--- config.mk ---
export PLATFORM = sky130hd
export DESIGN_NAME = rs_issue_sched
export DESIGN_NICKNAME = d
export VERILOG_FILES = /design/src/rtl/rs_sched_pkg.sv /design/src/rtl/rs_rr_pick.sv /design/src/rtl/rs_issue_sched.sv
export SDC_FILE = /design/constraint.sdc
export NUM_CORES = 1
export LEC_CHECK = 0
export ABC_AREA = 1
export CAP_MARGIN = 15
export CELL_PAD_IN_SITES_DETAIL_PLACEMENT = 0
export CELL_PAD_IN_SITES_GLOBAL_PLACEMENT = 1
export CORE_AREA = 5 5 144 105
export CTS_BUF_LIST = sky130_fd_sc_hd__clkbuf_8
export DETAILED_ROUTE_END_ITERATION = 10
export DIE_AREA = 0 0 149 110
export PLACE_DENSITY_LB_ADDON = 0.1
export SETUP_SLACK_MARGIN = 0.1
export SLEW_MARGIN = 25
export SYNTH_ARGS = -nofsm -noshare
export SYNTH_HDL_FRONTEND = slang
export SYNTH_SLANG_ARGS = --single-unit
--- constraint.sdc ---
create_clock -name clk -period 8.6 [get_ports clk]
set_input_delay 1.29 -clock clk [delete_from_list [all_inputs] [get_ports clk]]
set_output_delay 1.29 -clock clk [all_outputs]
set_load 0.02 [all_outputs]
--- src/rtl/rs_sched_pkg.sv ---
// Shared constants and helpers for the reservation-station issue/allocation scheduler.
package rs_sched_pkg;

  localparam int PORT_AGU   = 0;
  localparam int PORT_ALU1  = 1;
  localparam int PORT_ALU2  = 2;
  localparam int RS_ENTRIES = 8;

  function automatic int unsigned popcnt(input logic [31:0] v);
    int unsigned n;
    n = 32'd0;
    for (int i = 0; i < 32; i++) begin
      n = n + {31'd0, v[i]};
    end
    return n;
  endfunction

endpackage

--- src/rtl/rs_rr_pick.sv ---
// Round-robin picker: first set request at or above ptr, wrapping to index 0.
module rs_rr_pick #(
  parameter int W  = 8,
  parameter int PW = $clog2(W)
) (
  input  logic [W-1:0]  req_i,
  input  logic [PW-1:0] ptr_i,
  output logic [W-1:0]  gnt_o,
  output logic          found_o,
  output logic [PW-1:0] idx_o
);

  logic [2*W-1:0] dbl_s;
  logic [W-1:0]   rot_s;
  logic [PW-1:0]  off_s;

  // Rotate so ptr lands at bit 0, then take the lowest set bit of the rotated view.
  always_comb begin
    dbl_s   = {req_i, req_i} >> ptr_i;
    rot_s   = dbl_s[W-1:0];
    off_s   = '0;
    found_o = 1'b0;
    for (int k = W - 1; k >= 0; k--) begin
      off_s   = rot_s[k] ? PW'(k) : off_s;
      found_o = found_o | rot_s[k];
    end
    idx_o = ptr_i + off_s;
    gnt_o = found_o ? (W'(1) << idx_o) : '0;
  end

endmodule

--- src/rtl/rs_issue_sched.sv ---
// Allocation and per-port round-robin issue selection for one reservation-station bank.
module rs_issue_sched
  import rs_sched_pkg::*;
#(
  parameter int ENTRIES = RS_ENTRIES,
  parameter int PORTS   = 3,
  parameter int LANES   = 3
) (
  input  logic                       clk,
  input  logic                       rst,
  input  logic                       stall,
  input  logic [ENTRIES-1:0]         entryFree,
  input  logic [PORTS*ENTRIES-1:0]   entryReady,
  input  logic [LANES-1:0]           newValid,
  output logic [LANES*ENTRIES-1:0]   newRsSelect,
  output logic                       allocStall,
  output logic [PORTS*ENTRIES-1:0]   outRsSelect,
  output logic [PORTS-1:0]           outValid
);

  localparam int PW = $clog2(ENTRIES);

  logic [PORTS*ENTRIES-1:0] out_sel_q, out_sel_d;
  logic [PORTS-1:0]         out_valid_q, out_valid_d;
  logic [PORTS*PW-1:0]      ptr_q, ptr_d;
  logic [ENTRIES-1:0]       alloc_pend_q, alloc_pend_d;

  logic [ENTRIES-1:0]       avail_s, rem_s, issued_s;
  logic [LANES*ENTRIES-1:0] pick_s;
  logic                     enough_s;
  logic [PORTS*ENTRIES-1:0] gnt_all_s;
  logic [PORTS-1:0]         found_all_s;
  logic [PORTS*PW-1:0]      idx_all_s;

  // Chained lowest-bit allocation across lanes in index order.
  always_comb begin
    avail_s = entryFree & ~alloc_pend_q;
    rem_s   = avail_s;
    pick_s  = '0;
    for (int l = 0; l < LANES; l++) begin
      if (newValid[l]) begin
        pick_s[l*ENTRIES +: ENTRIES] = rem_s & (~rem_s + ENTRIES'(1));
        rem_s = rem_s & ~pick_s[l*ENTRIES +: ENTRIES];
      end else begin
        pick_s[l*ENTRIES +: ENTRIES] = '0;
      end
    end
  end

  assign enough_s = popcnt(32'(avail_s)) >= popcnt(32'(newValid));

  // All-or-nothing gating of the lane picks.
  always_comb begin
    newRsSelect = '0;
    allocStall  = 1'b0;
    if (stall) begin
      newRsSelect = '0;
    end else if (!enough_s) begin
      allocStall = 1'b1;
    end else begin
      newRsSelect = pick_s;
    end
  end

  // Entries currently being issued stay out until their ready flag drops.
  always_comb begin
    issued_s = '0;
    for (int p = 0; p < PORTS; p++) begin
      issued_s = issued_s | out_sel_q[p*ENTRIES +: ENTRIES];
    end
  end

  for (genvar p = 0; p < PORTS; p++) begin : g_port
    logic [ENTRIES-1:0] cand_s, gnt_s, excl_s;
    logic               found_s;
    logic [PW-1:0]      idx_s;

    if (p == PORT_AGU) begin : g_first
      assign cand_s = entryReady[p*ENTRIES +: ENTRIES] & ~issued_s;
      assign excl_s = gnt_s;
    end else begin : g_next
      assign cand_s = entryReady[p*ENTRIES +: ENTRIES] & ~issued_s & ~g_port[p-1].excl_s;
      assign excl_s = g_port[p-1].excl_s | gnt_s;
    end

    rs_rr_pick #(.W(ENTRIES), .PW(PW)) u_pick (
      .req_i   (cand_s),
      .ptr_i   (ptr_q[p*PW +: PW]),
      .gnt_o   (gnt_s),
      .found_o (found_s),
      .idx_o   (idx_s)
    );

    assign gnt_all_s[p*ENTRIES +: ENTRIES] = gnt_s;
    assign found_all_s[p]                  = found_s;
    assign idx_all_s[p*PW +: PW]           = idx_s;
  end

  // Next-state for grants, pointers and the pending-allocation mask.
  always_comb begin
    out_sel_d    = '0;
    out_valid_d  = '0;
    ptr_d        = ptr_q;
    alloc_pend_d = alloc_pend_q;
    if (!stall) begin
      out_sel_d    = gnt_all_s;
      out_valid_d  = found_all_s;
      alloc_pend_d = '0;
      for (int l = 0; l < LANES; l++) begin
        alloc_pend_d = alloc_pend_d | newRsSelect[l*ENTRIES +: ENTRIES];
      end
      for (int p = 0; p < PORTS; p++) begin
        ptr_d[p*PW +: PW] = found_all_s[p] ? (idx_all_s[p*PW +: PW] + PW'(1)) : ptr_q[p*PW +: PW];
      end
    end else begin
      out_sel_d = '0;
    end
  end

  // State registers.
  always_ff @(posedge clk or posedge rst) begin
    if (rst) begin
      out_sel_q    <= '0;
      out_valid_q  <= '0;
      ptr_q        <= '0;
      alloc_pend_q <= '0;
    end else begin
      out_sel_q    <= out_sel_d;
      out_valid_q  <= out_valid_d;
      ptr_q        <= ptr_d;
      alloc_pend_q <= alloc_pend_d;
    end
  end

  assign outRsSelect = out_sel_q;
  assign outValid    = out_valid_q;

endmodule
**Run 1: signal wires on met3**

Scale: 3 px per um.
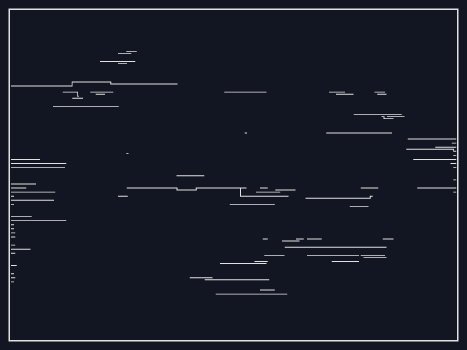
main direction: horizontal
longest straight run: 33.6 um
wire length on this layer: 710 um
overall via count from detail_route: 5233
Global Route met3 Usage: 3.228%

**Run 1: clock distribution**

Scale: 3 px per um.
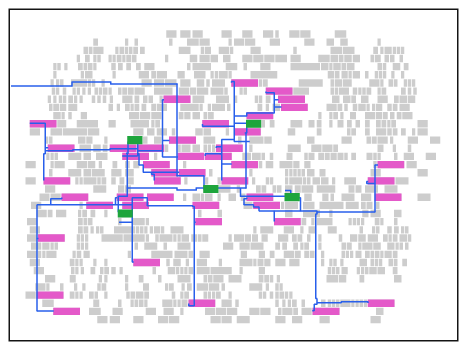
legend:
  flip-flops:
    color: magenta
    count: 44
  clock wires:
    color: blue
    length: 745 um
  clock-net drivers:
    color: green
    count: 5
routed clock nets: 6

==> run summary, run 1 <==
State of the implementation.

- The flow ran to the end, and the final reports show no timing, DRC or antenna violations.
- The number of logged tool warnings is 38, for reference.
- Among all stages on the critical path, the largest delay is contributed by clkdlybuf4s50_1.
- The number of cells on the worst reg-to-reg path is 56, for reference.
- Counting every instance in the synthesized netlist gives 714.
- RePlAce ended its routability-driven mode at a weighted congestion of 0.9152.
- After detailed routing, the number of vias per cell comes to 4.970.
- The final timing report derives a shortest allowable period of between 8000 and 9000 ps.
- At floorplan, the net count of the design was reported as 785.
- Per the CTS log, the root buffer master is clkbuf_8.
- The mean area per synthesized cell is between 6 and 7 um^2, for reference.
- The transition time of the tightest slew-check pin is 833.8 ps, for reference.
- For the worst setup path, the data required time is 8800 ps.
- The pre-CTS worst setup slack is -447.6 ps, for reference.
- The cell count in the Yosys report is 714, for reference.
- Entering global routing, the biggest net connects between 40 and 50 pins.
- STA puts the critical path data arrival time at 8330 ps.
- The number of remaining DRC errors is 0, for reference.
- The via count of the first global-routing pass is 4942, for reference.
- In the layout the commonest cells are 155 x nand2_1, 97 x nand3_1, 91 x inv_1.
- The first global-routing pass estimated 25.99 mm of wire.
- Measured against its own limit, the worst slew margin works out to between 40 and 50%.
- The most common cell type on the critical path is nand2_1, for reference.
- Among logic cells in the layout, the one with the most instances is nand2_1.
- The sum of overflow across all layers after global routing is 0, for reference.
- The total of warnings raised by yosys is 0, for reference.
- The die is 110 um tall.
- The final critical-path setup slack is about 470 ps, for reference.
- On the reported timing paths, the clock transition at the registers reads 90 ps.
- STA classifies the critical path startpoint as a primary input.
- The total cell area reported by yosys after synthesis is 0.004622 mm^2, for reference.
- The layout report lists the combined flip-flop and latch area as roughly 0.0011 mm^2.
- In this run the standard cell core region covers 0.01360 mm^2.
- Per the run report, area growth between synthesis and finish was 44.10%.
- Setup repair after global routing could not meet its margin everywhere.
- The total of hold buffers inserted after clock tree synthesis is 0, for reference.
- The average wire per cell in the routed design is 15.71 um, for reference.
- Per the synthesis report, the single largest cell type by area occupies 23.82% of cell area.
- Counting endpoints that fail hold in the final report gives 0.
- The total number of H-tree levels is 2, for reference.
- The post-placement cell area is 0.006108 mm^2.
- The final total negative setup slack is 0 ps, for reference.
- The count of buffers added on input and output ports is 89.
- The hold path depth is 2, for reference.
**Run 1: metal layers overlaid**

Scale: 2 px per um.
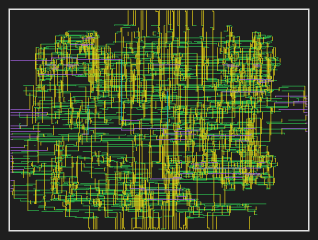
legend:
  M2:
    color: yellow
    wire_length: 7030 um
  M4:
    color: cyan
    wire_length: 63.2 um
  M3:
    color: purple
    wire_length: 710 um
  M1:
    color: green
    wire_length: 8740 um
overall routing resource usage: 20.05%
drt total wl: 16.54 mm

run 1: cells in the mapped netlist:
master / n
nand3b_2: 1
buf_1: 1
nand2_1: 165
clkbuf_1: 6
nand3b_1: 2
inv_1: 94
ha_1: 25
a211oi_1: 1
fa_1: 8
xor2_1: 3
nand2_4: 8
nand3_1: 134
o21ai_0: 13
clkinv_1: 4
nand3_2: 5
nor4_1: 5
nor2_2: 8
and2_1: 1
nand4_2: 5
o21ai_1: 3
nand4_1: 11
dfrtp_1: 44
buf_2: 8
buf_6: 1
and3b_1: 3
nor3_1: 22
nor2_1: 84
and3_1: 3
nand2_2: 17
inv_2: 2
a2111o_1: 3
nand3_4: 2
inv_6: 1
a31oi_1: 2
nor2_4: 7
a21oi_1: 12
run 1: how the worst max path moves through the flow:
stage	from	to	slack (ps)	depth (start not counted)
final	entryReady[5]	ptr_q[8]	470	56
after global routing	entryReady[5]	ptr_q[8]	0.2	54
after detailed placement	entryReady[0]	ptr_q[8]	-450	54
after CTS	entryReady[7]	ptr_q[8]	100	55
after floorplan	entryReady[5]	ptr_q[8]	690	54
after global placement	entryReady[0]	ptr_q[8]	-440	54
run 1: kinds of logic after synthesis:
family	Yosys count	share of synthesized area [%]
xor gates and xnor gates	3	0.5686
DFF	44	23.82
adders and majority gates	33	10.23
buffers and inverters	117	9.989
AOI/OAI and AO/OA	34	4.196
and+or+nand+nor	483	51.19
run 1: layout make-up:
| class | instances | share of cell area, % |
|---|---|---|
| flip-flops and latches | 44 | 16.53 |
| multi-input cells | 553 | 51.29 |
| clock buffers | 6 | 1.240 |
| well taps | 190 | 3.569 |
| repair buffers | 157 | 21.42 |
| inverters | 101 | 5.786 |
| clock inverters | 2 | 0.1691 |
run 1: registers in the layout (all words and copies together), names as in the netlist:
| name | flops |
|---|---|
| outRsSelect | 24 |
| ptr_q | 9 |
| alloc_pend_q | 8 |
| outValid | 3 |
run 1: metal layers:
metal	wire length, um	global-route usage, %	vias to the layer above
met1	8737	30.74	2482
met4	63	2.351	0
met2	7028	30.46	129
met5	0	0	-
li1	-	-	2615
met3	710	3.228	7
run 1: stage by stage:
step / hold slack, ps / utilization [%] / std cells
after floorplan: 449.8 / - / 714
after global placement: 465.2 / 44.90 / 1035
after detailed placement: 474.3 / 44.90 / 1035
after CTS: 496.8 / 46.04 / 1044
after global routing: 532.4 / 48.96 / 1053
final: 502.2 / 48.96 / 1053
run 1: worst max-delay path, delay by kind of cell:
family / cells / cell delay [ps]
AND/OR/NAND/NOR: 30 / 2450
XOR/XNOR: 3 / 570
buffers and inverters: 8 / 1240
AND-OR/OR-AND: 7 / 680
adder cells (fa/ha/maj): 8 / 2070
run 1: timing repair:
item,in CTS,in global routing
pin swaps,5,34
buffers inserted,1,9
setup endpoints to repair,9,11
resized,11,81
**Run 1: gate families picked out**

Scale: 2 px per um.
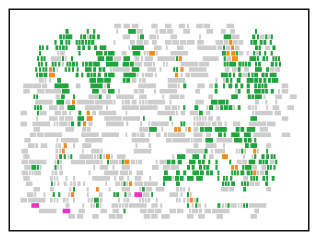

## Run 2: what changed since run 1
==> constraint.sdc (replaced) <==
create_clock -name clk -period 10.3 [get_ports clk]
set_input_delay 1.545 -clock clk [delete_from_list [all_inputs] [get_ports clk]]
set_output_delay 1.545 -clock clk [all_outputs]
set_load 0.02 [all_outputs]
**Run 2: gate families picked out**

Scale: 2 px per um.
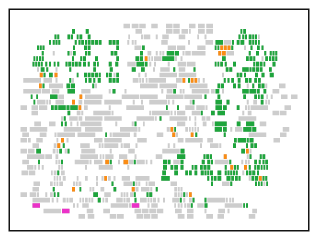
legend:
  non-inverting ao/oa cells:
    color: magenta
    cells: 3
  nand cells:
    color: green
    cells: 350
    where: all over the die
  aoi and oai cells:
    color: orange
    cells: 31
logic share of the area: 52.84%
number of cells in the finished layout apart from fillers: 986
most frequent logic cell in the layout: nand2_1

==> run summary, run 2 <==
State of the implementation.

- The primary flip-flop cell chosen by synthesis mapping is dfrtp_1, for reference.
- Setup repair after global routing left no endpoint under its margin.
- The transition time of the tightest slew-check pin was 817.9 ps (-15.94 ps).
- The cell chosen for the clock root is clkbuf_8, for reference.
- The worst path arrival time is 9690 ps (+1360 ps), for reference.
- The hold path depth is 2 (unchanged), for reference.
- The total detailed-routing wirelength is 15.98 mm (-3.4%), for reference.
- The number of logged tool warnings is 37 (-2.6%), for reference.
- The minimum clock period is around 9500 ps, for reference.
- The core area is 0.01360 mm^2 (unchanged), for reference.
- The buffer count from post-CTS setup fixing is 0 (-1), for reference.
- The flow ran to the end, and the final reports show no timing, DRC or antenna violations.
- The relative slew slack is 45.41% (+1.1 points).
- The portion of synthesized cell area occupied by the leading cell type came to 23.82% (unchanged).
- The global-route total usage across every layer came to 19.56% (-0.49 points).
- By count the netlist is led by 165 x nand2_1, 134 x nand3_1, 94 x inv_1.
- The number of enable flip-flop cells is 0 (unchanged), for reference.
- Leaving out fill and tap cells, the most frequent cells in the layout are 165 x nand2_1, 134 x nand3_1, 94 x inv_1.
- The count of port buffers added during placement is 89 (unchanged), for reference.
- The post-cts sizing count is 0 (-11), for reference.
- The final hold violation count was 0 (unchanged).
- The critical path launch point type is a primary input, for reference.
- The overall via count from detail_route is 4944 (-5.5%), for reference.
- The clock slew at the register clock pins of the worst setup and hold paths is 100 ps (about the same).
- The mean area per synthesized cell came to 6.473 um^2 (unchanged).
- The via count of the first global-routing pass came to 4660 (-5.7%).
- The per-cell via count in the routed design is 5.014 (+0.90%), for reference.
- The number of cells on the worst reg-to-reg path is 51 (-8.9%).
- The global-route wire length before repair was 25.15 mm (-3.2%).
- The total number of H-tree levels was 2 (unchanged).
- The final total negative setup slack is 0 ps (unchanged), for reference.
- The final RePlAce weighted congestion is 0.9123 (-0.32%), for reference.
-- run 2: layout make-up --
cell class              count  share of cell area (%)
clock inverters             3                  0.6700
inverters                 101                   6.657
repair buffers             90                   15.52
flip-flops and latches     44                   19.02
multi-input cells         553                   52.84
clock buffers               5                   1.189
well taps                 190                   4.106
-- run 2: layer usage --
| layer | GRT usage, % | wire length [um] | part of all wire, % |
|---|---|---|---|
| met5 | 0 | 0 | 0 |
| met4 | 3.462 | 145 | 0.91 |
| met2 | 28.46 | 6688 | 42 |
| met1 | 30.17 | 8191 | 51 |
| met3 | 3.719 | 957 | 6.0 |
-- run 2: worst max-delay path by stage --
stage                   from        to  slack (ps)  cells past startpoint
2_1_floorplan  entryReady[5]  ptr_q[8]        2130                     54
3_3_place_gp   entryReady[4]  ptr_q[8]         620                     54
3_5_place_dp   entryReady[4]  ptr_q[8]         590                     54
4_1_cts        entryReady[4]  ptr_q[8]         900                     54
5_1_grt        entryReady[4]  ptr_q[8]         120                     54
6_report       entryReady[4]  ptr_q[8]         820                     54
-- run 2: worst max-delay path, delay by kind of cell --
kind / cells / cell delay, ps
and+or+nand+nor: 30 / 3360
xor gates and xnor gates: 3 / 790
AOI/OAI and AO/OA: 8 / 900
buffers and inverters: 4 / 780
adders and majority gates: 9 / 2270
-- run 2: through the flow --
stage / setup WS, ps / utilization [%] / instances
2_1_floorplan: 2134 / - / 714
3_3_place_gp: 616.6 / 41.76 / 978
3_5_place_dp: 590.2 / 41.76 / 978
4_1_cts: 903.8 / 42.55 / 986
5_1_grt: 120.3 / 42.56 / 986
6_report: 822.4 / 42.56 / 986
-- run 2: kinds of logic (layout without fill, tap and decap cells) --
family	Yosys count	in the layout	synth area share [%]
fa+ha+maj	33	33	10.23
compound gates	34	34	4.196
buf+inv	117	199	9.989
flops	44	44	23.82
simple gates	483	483	51.19
xor+xnor	3	3	0.5686
**Run 2: clock nets**

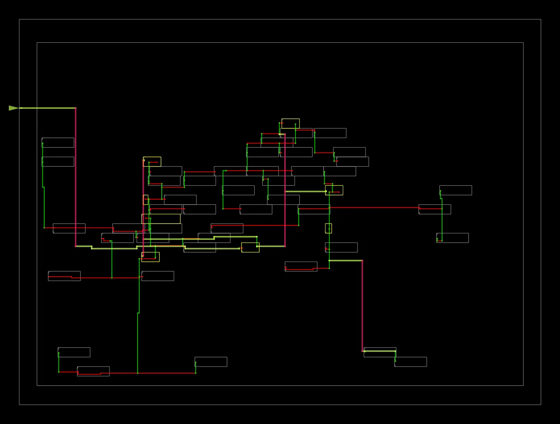

## Run 3: what changed since run 2
--- a/config.mk
+++ b/config.mk
@@ -10,7 +10,7 @@
 export CELL_PAD_IN_SITES_DETAIL_PLACEMENT = 0
 export CELL_PAD_IN_SITES_GLOBAL_PLACEMENT = 1
 export CORE_AREA = 5 5 144 105
-export CTS_BUF_LIST = sky130_fd_sc_hd__clkbuf_8
+export CTS_BUF_LIST = sky130_fd_sc_hd__clkbuf_16
 export DETAILED_ROUTE_END_ITERATION = 10
 export DIE_AREA = 0 0 149 110
 export PLACE_DENSITY_LB_ADDON = 0.1
**Run 3: clock nets**

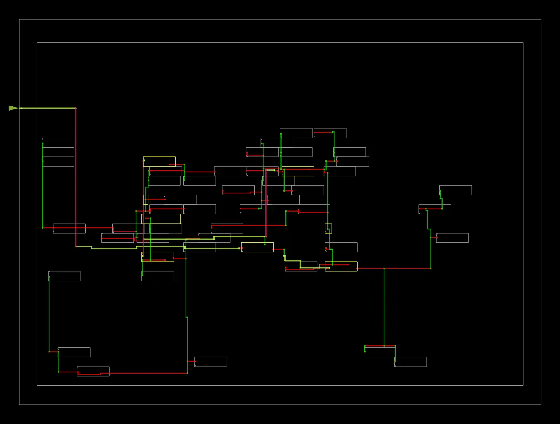
flip-flop and latch count: 44
clk_skew: 10.88 ps
CTS Buf Count: 5
total clock sinks: 44

==> run summary, run 3 <==
State of the implementation.

- The per-cell via count in the routed design is 4.960 (-1.1%), for reference.
- The main logic family after synthesis is simple AND/OR/NAND/NOR gates, for reference.
- By instance count after routing, the leading logic cell types are 165 x nand2_1, 134 x nand3_1, 94 x inv_1.
- The number of logged tool warnings is 37 (unchanged), for reference.
- Setup repair after global routing left no endpoint under its margin.
- The mean area per synthesized cell is 6.473 um^2 (unchanged), for reference.
- The width of the chip is 149 um, for reference.
- The count of port buffers added during placement is 89 (unchanged), for reference.
- The portion of netlist area occupied by mux cells was 0% (unchanged).
- The global-route total usage across every layer was 19.54% (about the same).
- The post-synthesis share of cell area spent on and-or and or-and gates is 4.196% (unchanged), for reference.
- The area fraction in xor and xnor cells was 0.5685% (unchanged).
- At the worst endpoint, the required time is ~10000 ps.
- The fraction of the mapped netlist area in simple logic gates is 51.19% (unchanged), for reference.
- The total detailed-routing wirelength was 15.97 mm (about the same).
- The global-route wire length before repair came to 25.16 mm (about the same).
- The via count of the first global-routing pass is 4670 (+0.21%), for reference.
- The clock slew at the register clock pins of the worst setup and hold paths is 70 ps (-30 ps), for reference.
- The core area is 0.01360 mm^2 (unchanged), for reference.
- By count the netlist is led by 165 x nand2_1, 134 x nand3_1, 94 x inv_1.
- The post-cts sizing count is 0 (unchanged), for reference.
- The cell chosen for the clock root is clkbuf_16, for reference.
- The final hold violation count is 0 (unchanged), for reference.
- The area fraction in full adders, half adders and majority gates was 10.23% (unchanged).
- The worst path arrival time was 9630 ps (-60 ps).
- The pre-CTS worst setup slack is 590.2 ps (unchanged), for reference.
- The overall via count from detail_route is 4891 (-1.1%).
- The flow ran to the end, and the final reports show no timing, DRC or antenna violations.
- The total number of H-tree levels is 2 (unchanged), for reference.
- The relative slew slack was 45.79% (+0.38 points).
- The minimum clock period was 9451 ps (-26.20 ps).
- The portion of synthesized cell area occupied by the leading cell type is 23.82% (unchanged), for reference.
- The final total negative setup slack was 0 ps (unchanged).
- The number of enable flip-flop cells is 0 (unchanged), for reference.
- The transition time of the tightest slew-check pin came to 812.2 ps (-5.701 ps).
[run 3: cell counts after synthesis]
Identical to the previous run, type by type.
[run 3: layout make-up]
class	count	area, um^2	share of cell area [%]
Multi-Input combinational cell	553	3067	52.39
Sequential cell	44	1101	18.81
Timing Repair Buffer	90	898.4	15.35
Inverter	101	385.4	6.584
Tap cell	190	237.7	4.062
Clock buffer	5	125.1	2.138
Clock inverter	3	38.79	0.6627
[run 3: path summary, 6_finish.rpt]
path | start | to | slack, ps | cells past startpoint
max | entryReady[4] | ptr_q[8] | 850 | 54
min | alloc_pend_q[1] | alloc_pend_q[1] | 490 | 2
max reg2reg | outRsSelect[22] | ptr_q[8] | 1820 | 54
min reg2reg | alloc_pend_q[1] | alloc_pend_q[1] | 490 | 2
max in group asynchronous | rst | outRsSelect[14] | 8100 | 2
min in group asynchronous | rst | alloc_pend_q[6] | 1700 | 2
[run 3: logic make-up (layout without fill, tap and decap cells)]
kind of cell    Yosys count  count (layout)
fa+ha+maj                33              33
xor+xnor                  3               3
simple gates            483             483
compound gates           34              34
buf+inv                 117             199
flops                    44              44
[run 3: layer usage]
layer | wire [um] | global-route usage [%] | vias up | share of wire (%)
met5 | 0 | 0 | - | 0
met1 | 8235 | 29.94 | 2273 | 52
met4 | 117 | 3.266 | 0 | 0.73
li1 | - | - | 2479 | -
met3 | 913 | 3.760 | 11 | 5.7
met2 | 6704 | 28.75 | 128 | 42
[run 3: critical path, delay by kind of cell]
family                     cells  cell delay, ps
AOI/OAI and AO/OA              8             900
buffers and inverters          4             760
xor gates and xnor gates       3             730
and+or+nand+nor               30            3360
adders and majority gates      9            2320
[run 3: metrics by stage]
| stage | utilization, % | std cells | cell area, um^2 |
|---|---|---|---|
| final | 43.03 | 986 | 5853 |
| after global placement | 41.76 | 978 | 5680 |
| after global routing | 43.03 | 986 | 5853 |
| after detailed placement | 41.76 | 978 | 5680 |
| after CTS | 42.96 | 986 | 5844 |
| after floorplan | - | 714 | 4622 |
